`config.mk`:
```
export PLATFORM = sky130hd
export DESIGN_NAME = siso_chain_flat
export DESIGN_NICKNAME = d
export VERILOG_FILES = /design/src/rtl/siso_pkg.sv /design/src/rtl/siso_chain_if.sv /design/src/rtl/siso_chain_prbs8_gen.sv /design/src/rtl/siso_chain.sv /design/src/flat_wrapper.sv
export SDC_FILE = /design/constraint.sdc
export NUM_CORES = 1
export LEC_CHECK = 0
export ABC_CLOCK_PERIOD_IN_PS = 1500
export CORE_AREA = 5 5 75 77
export DETAILED_ROUTE_END_ITERATION = 7
export DIE_AREA = 0 0 80 82
export PLACE_DENSITY_LB_ADDON = 0.25
export SYNTH_ARGS = -nofsm -noshare
export SYNTH_HDL_FRONTEND = slang
export SYNTH_SLANG_ARGS = --single-unit
```
`constraint.sdc`:
```
create_clock -name clk -period 1.5 [get_ports clk]
set_input_delay 0.15 -clock clk [delete_from_list [all_inputs] [get_ports clk]]
set_output_delay 0.15 -clock clk [all_outputs]
set_load 0.02 [all_outputs]
```
`src/rtl/siso_pkg.sv`:
```
// Shared constants for the siso_chain data path: PRBS8 polynomial/seed,
// counter width and legal parameter ranges.
package siso_pkg;
  localparam int              PRBS_W     = 8;
  localparam logic [PRBS_W-1:0] PRBS_TAPS = 8'hB8;  // x^8+x^6+x^5+x^4+1 on s[7:0]
  localparam logic [PRBS_W-1:0] PRBS_SEED = 8'h01;
  localparam int              CNT_W      = 8;
  localparam int              DEPTH_MIN  = 2;
  localparam int              DEPTH_MAX  = 256;
  localparam int              JW_MIN     = 2;
  localparam int              JW_MAX     = 8;

  function automatic logic prbs_fb(input logic [PRBS_W-1:0] s);
    return ^(s & PRBS_TAPS);
  endfunction
endpackage

```
`src/rtl/siso_chain_if.sv`:
```
// Control/data bundle between siso_chain and its driver.
interface siso_chain_if #(parameter int JW = 4);
  logic                        en;
  logic                        din_sel;
  logic                        d_in;
  logic                        inj;
  logic                        d_out;
  logic                        valid;
  logic [JW-1:0]               johnson;
  logic [2*JW-1:0]             pulses;
  logic                        prbs_bit;
  logic                        prbs_period;
  logic                        err;
  logic [siso_pkg::CNT_W-1:0]  err_count;

  modport master (output en, din_sel, d_in, inj,
                  input  d_out, valid, johnson, pulses, prbs_bit, prbs_period, err, err_count);
  modport slave  (input  en, din_sel, d_in, inj,
                  output d_out, valid, johnson, pulses, prbs_bit, prbs_period, err, err_count);
endinterface

```
`src/rtl/siso_chain_prbs8_gen.sv`:
```
// PRBS8 generator (period 255): output bit is state[7], period marker at the seed.
module prbs8_gen
  import siso_pkg::*;
(
  input  logic clk,
  input  logic rst,
  input  logic en,
  output logic prbs_bit,
  output logic prbs_period
);
  logic [PRBS_W-1:0] state;

  always_ff @(posedge clk) begin
    if (rst)     state <= PRBS_SEED;
    else if (en) state <= {state[PRBS_W-2:0], prbs_fb(state)};
  end

  assign prbs_bit    = state[PRBS_W-1];
  assign prbs_period = (state == PRBS_SEED);
endmodule

```
`src/rtl/siso_chain.sv`:
```
// Serial delay chain with Johnson phase counter/decode and PRBS8 source.
// Optional PRBS self-checker on the chain output: define SISO_PRBS_CHECK_EN.
module siso_chain
  import siso_pkg::*;
#(
  parameter int DEPTH = 8,
  parameter int JW    = 4
) (
  input  logic        clk,
  input  logic        rst,
  siso_chain_if.slave bus
);
  localparam int FILL_W = $clog2(DEPTH + 1);
  localparam int NJ     = 2 * JW;
  localparam int IDX_W  = $clog2(NJ);

  if (DEPTH < DEPTH_MIN || DEPTH > DEPTH_MAX || JW < JW_MIN || JW > JW_MAX) begin : g_bad_param
    $error("siso_chain: DEPTH or JW out of range");
  end

  logic [DEPTH-1:0]  chain;
  logic [FILL_W-1:0] fill;
  logic [JW-1:0]     john, john_nxt, jst;
  logic [IDX_W-1:0]  jidx;
  logic              jlegal;
  logic [NJ-1:0]     pulses;
  logic              bit_in, prbs_bit, prbs_period;

  prbs8_gen u_prbs (
    .clk         (clk),
    .rst         (rst),
    .en          (bus.en),
    .prbs_bit    (prbs_bit),
    .prbs_period (prbs_period)
  );

  assign bit_in = (bus.din_sel ? prbs_bit : bus.d_in) ^ bus.inj;

  always_ff @(posedge clk) begin
    if (rst) begin
      chain <= '0;
      fill  <= '0;
      john  <= '0;
    end else if (bus.en) begin
      chain <= {chain[DEPTH-2:0], bit_in};
      if (fill != FILL_W'(DEPTH)) fill <= fill + 1'b1;
      john  <= john_nxt;
    end
  end

  // Walk the legal Johnson sequence to find the state index; anything off it recovers to 0.
  always_comb begin
    jst    = '0;
    jidx   = '0;
    jlegal = 1'b0;
    for (int k = 0; k < NJ; k++) begin
      if (john == jst) begin
        jlegal = 1'b1;
        jidx   = IDX_W'(k);
      end
      jst = {jst[JW-2:0], ~jst[JW-1]};
    end
    john_nxt = jlegal ? {john[JW-2:0], ~john[JW-1]} : '0;
    pulses   = jlegal ? ({{(NJ-1){1'b0}}, 1'b1} << jidx) : '0;
  end

  assign bus.d_out       = chain[DEPTH-1];
  assign bus.valid       = (fill == FILL_W'(DEPTH));
  assign bus.johnson     = john;
  assign bus.pulses      = pulses;
  assign bus.prbs_bit    = prbs_bit;
  assign bus.prbs_period = prbs_period;

`ifdef SISO_PRBS_CHECK_EN
  localparam int ARM_MAX = DEPTH + 8;
  localparam int ARM_W   = $clog2(ARM_MAX + 1);

  logic [PRBS_W-1:0] hist;
  logic [ARM_W-1:0]  arm;
  logic              err_q, mism;
  logic [CNT_W-1:0]  err_cnt;

  // Armed only once the chain and history hold nothing but generator bits.
  assign mism = (arm == ARM_W'(ARM_MAX)) && (chain[DEPTH-2] != prbs_fb(hist));

  always_ff @(posedge clk) begin
    if (rst) begin
      hist    <= '0;
      arm     <= '0;
      err_q   <= 1'b0;
      err_cnt <= '0;
    end else begin
      err_q <= 1'b0;
      if (bus.en) begin
        hist <= {hist[PRBS_W-2:0], chain[DEPTH-2]};
        if (!bus.din_sel)                 arm <= '0;
        else if (arm != ARM_W'(ARM_MAX)) arm <= arm + 1'b1;
        if (mism) begin
          err_q <= 1'b1;
          if (err_cnt != '1) err_cnt <= err_cnt + 1'b1;
        end
      end
    end
  end

  assign bus.err       = err_q;
  assign bus.err_count = err_cnt;
`else
  assign bus.err       = 1'b0;
  assign bus.err_count = '0;
`endif
endmodule

```
`src/flat_wrapper.sv`:
```
// flat-port wrapper written by rule: the top's interface ports become plain ports
module siso_chain_flat import siso_pkg::*;
#(
  parameter int DEPTH = 8,
  parameter int JW    = 4
)
  (clk, rst, bus_en, bus_din_sel, bus_d_in, bus_inj, bus_d_out, bus_valid, bus_johnson, bus_pulses, bus_prbs_bit, bus_prbs_period, bus_err, bus_err_count);
  siso_chain_if #(.JW(JW)) bus_i ();
  input  logic clk;
  input  logic rst;
  input wire logic [$bits(bus_i.en)-1:0] bus_en;
  input wire logic [$bits(bus_i.din_sel)-1:0] bus_din_sel;
  input wire logic [$bits(bus_i.d_in)-1:0] bus_d_in;
  input wire logic [$bits(bus_i.inj)-1:0] bus_inj;
  output wire logic [$bits(bus_i.d_out)-1:0] bus_d_out;
  output wire logic [$bits(bus_i.valid)-1:0] bus_valid;
  output wire logic [$bits(bus_i.johnson)-1:0] bus_johnson;
  output wire logic [$bits(bus_i.pulses)-1:0] bus_pulses;
  output wire logic [$bits(bus_i.prbs_bit)-1:0] bus_prbs_bit;
  output wire logic [$bits(bus_i.prbs_period)-1:0] bus_prbs_period;
  output wire logic [$bits(bus_i.err)-1:0] bus_err;
  output wire logic [$bits(bus_i.err_count)-1:0] bus_err_count;
  assign bus_i.en = bus_en;
  assign bus_i.din_sel = bus_din_sel;
  assign bus_i.d_in = bus_d_in;
  assign bus_i.inj = bus_inj;
  assign bus_d_out = bus_i.d_out;
  assign bus_valid = bus_i.valid;
  assign bus_johnson = bus_i.johnson;
  assign bus_pulses = bus_i.pulses;
  assign bus_prbs_bit = bus_i.prbs_bit;
  assign bus_prbs_period = bus_i.prbs_period;
  assign bus_err = bus_i.err;
  assign bus_err_count = bus_i.err_count;
  siso_chain #(.DEPTH(DEPTH), .JW(JW)) u_core (.clk(clk), .rst(rst), .bus(bus_i));
endmodule
```
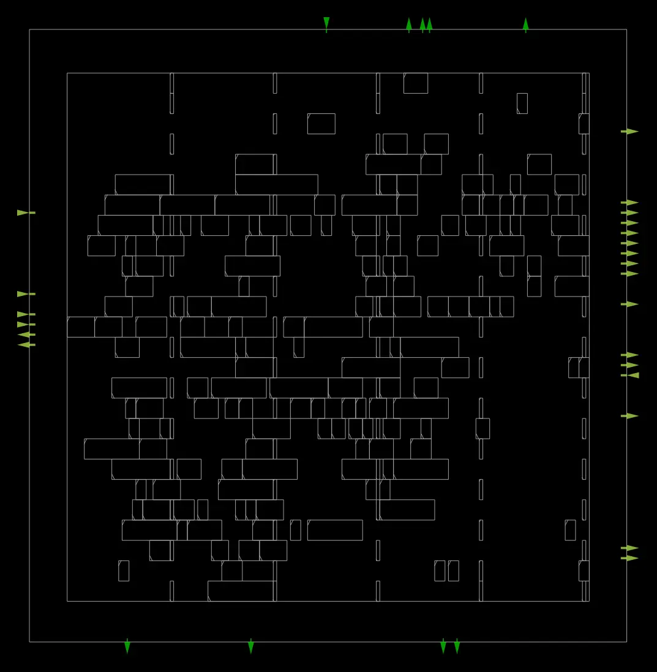
(images/placed.png)
num rows: 26
tap cell count: 70
Non-Filler Instances: 241
post-route core utilization: 33.0%

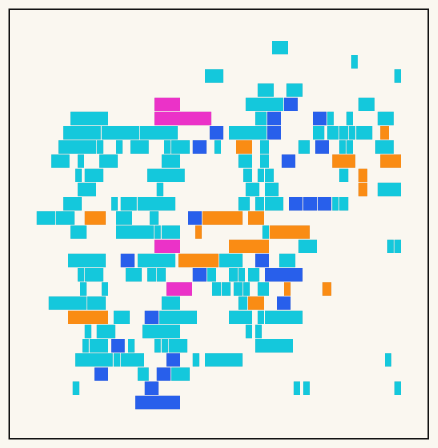
(images/sizing.png)
orange -> x2  # cells 17, share 9.9%, most used dfxtp_2
blue -> x3 and x4  # cells 24, share 14%, most used buf_4
magenta -> x6 and larger  # cells 4, share 2.3%, most used clkbuf_8
cyan -> x1 and smaller  # cells 126, share 74%, most used nor2_1
cell area after layout: 0.00163 mm2
Signal buffers: 42
final worst slack: 0.0709 ns
P&R area growth vs syn: 39.4%

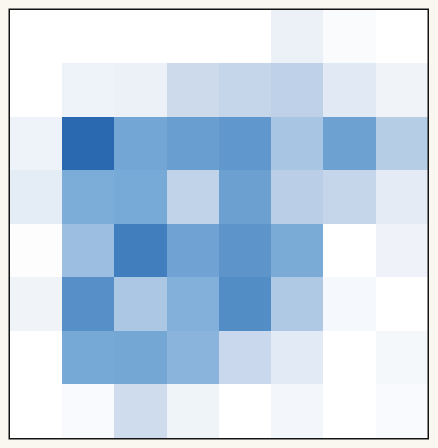
(images/util_map.png)
8 x 8 tiles, from white (low) to dark blue (high), 0 to 100% covered.
nearly empty tiles = 23%
densest ninth of the die = centre
mean over tiles = 24%
tiles over 75% full = 1.6%
Initial Util: 23.7%
Placeable Area: 0.00494 mm2

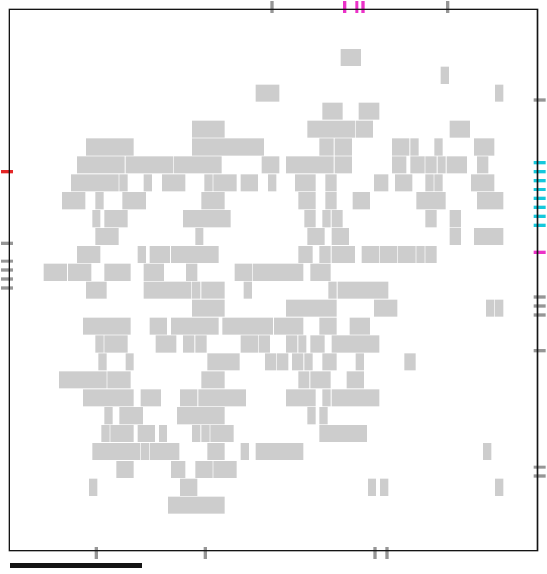
(images/pinout.png)
Bar = 20 um. Pins as bars across the die edge, other pins in grey.
red -> clk  # pins 1, direction input, edge west
magenta -> bus_johnson  # pins 4, direction output, edge 3 north, 1 east
cyan -> bus_pulses  # pins 8, direction output, edge east
Die Y: 82 um
port bufs: 21
die width: 80 um

==> impl_metrics.tcl <==
# collected from the flow reports
set metrics [dict create \
    r2r_cells 7 \
    use_met3_pct 1.75 \
    p_int_w 0.00111 \
    ff_count 24 \
    busiest_layer "met2" \
    hold_viol_final 0 \
    postPlaceCellArea_mm2 0.00156 \
    finalCritPeriodShare_pct 95.3 \
    clock_skew_ns 0.00948 \
    combPwrFrac_pct 14.4 \
    htree_levels 1 \
    comb_power_w 0.000208 \
    r2r_start "u_core.fill[0]" \
    hold_ws_ns 0.493 \
    simple_gate_area_share_pct 20.5 \
    critical_path_class "flip-flop to output pin" \
    hold_buffers 0 \
    cp_num_cells 3 \
    clock_buffers 3 \
    hpwl_mm 1.92 \
    drv.max_cap_violation_count 0 \
    crit_path_top_delay_cell "dfxtp_1" \
    grt_pass1_vias 953 \
    clk-power_w 0.000559 \
    avgSynthCellArea_um2 8.86 \
    cp-start-kind "flip-flop" \
    chip_area_mm2 0.00656 \
    synth_xor_xnor_area_share_pct 2.25 \
    antenna_found_initial 0 \
    combGateArea_um2 614 \
    comb_area_share_pct 37.7 \
    place_congestion 0.695 \
    worstSetupEndpoint "bus_pulses[6]" \
    drc 0 \
    finalPower_w 0.00144 \
    diodes 0 \
    grt-ovfl-total 0 \
    grtUsageMet2_pct 13.5 \
    topCombFamilyByArea "simple AND/OR/NAND/NOR gates" \
    logic_gate_count 93 \
    wl_per_cell_um 10.6 \
    cpLargestDelayFamily "simple AND/OR/NAND/NOR gates" \
    required_ns 1.35 \
    ir_drop_mv 0.442 \
    largest_area_cell "dfxtp_1" \
    cts_sinks 24 \
    min_period_ns 1.43 \
    nonClkBufAreaFrac_pct 20.9 \
    grt_pass1_wl_mm 4.23 \
    hold_class "input port to flip-flop" \
    synth.cellmix.adderShare_pct 3.21 \
    area_leaders "dfxtp_1, mux2i_1, buf_4" \
    io_pins 31 \
    synth.distinct_cells 33 \
    num-nonclk-inverters 8 \
    drt-initial-drc-count 37 \
    crit_chain "nand2b_1 > nor3b_2 > clkdlybuf4s15_2" \
    drt-met1-wl_mm 1.22 \
    powerSeq_w 0.000674 \
    tns_ns 0 \
    worstPathMaxFanout 5 \
    clkPwrFrac_pct 38.8 \
    drt_wl_total_mm 2.55 \
    p_per_area_mw_per_mm2 883 \
    yosysMostFrequentCell "dfxtp_1" \
    power_frac_seq_pct 46.8 \
    cts_setup_buffers 0 \
    crit_buf_inv 1 \
    edf_count 0 \
    ys_seq_share_pct 41.1 \
    use_met1_pct 9.75 \
    regToRegEndpoint "u_core.fill[2]" \
    cts_made_buffers 3 \
    whs_path_depth 3 \
    outcome "complete, no violations" \
    first_pass_iters 4 \
    cts_tree "yes" \
    worstHoldEndpoint "u_core.chain[0]" \
    ctsLongestPathBuffers 2 \
    slew_viol_final 0 \
    max_stage_delay_ns 0.35 \
    finalNetCount 181 \
    post-place-ws_ns -0.106 \
    timing.hold.worst.start "bus_inj" \
    yosysTopAreaCellShare_pct 41.1 \
    fillers 541 \
    placed_cells 237 \
    lay_top_count "buf_4" \
]
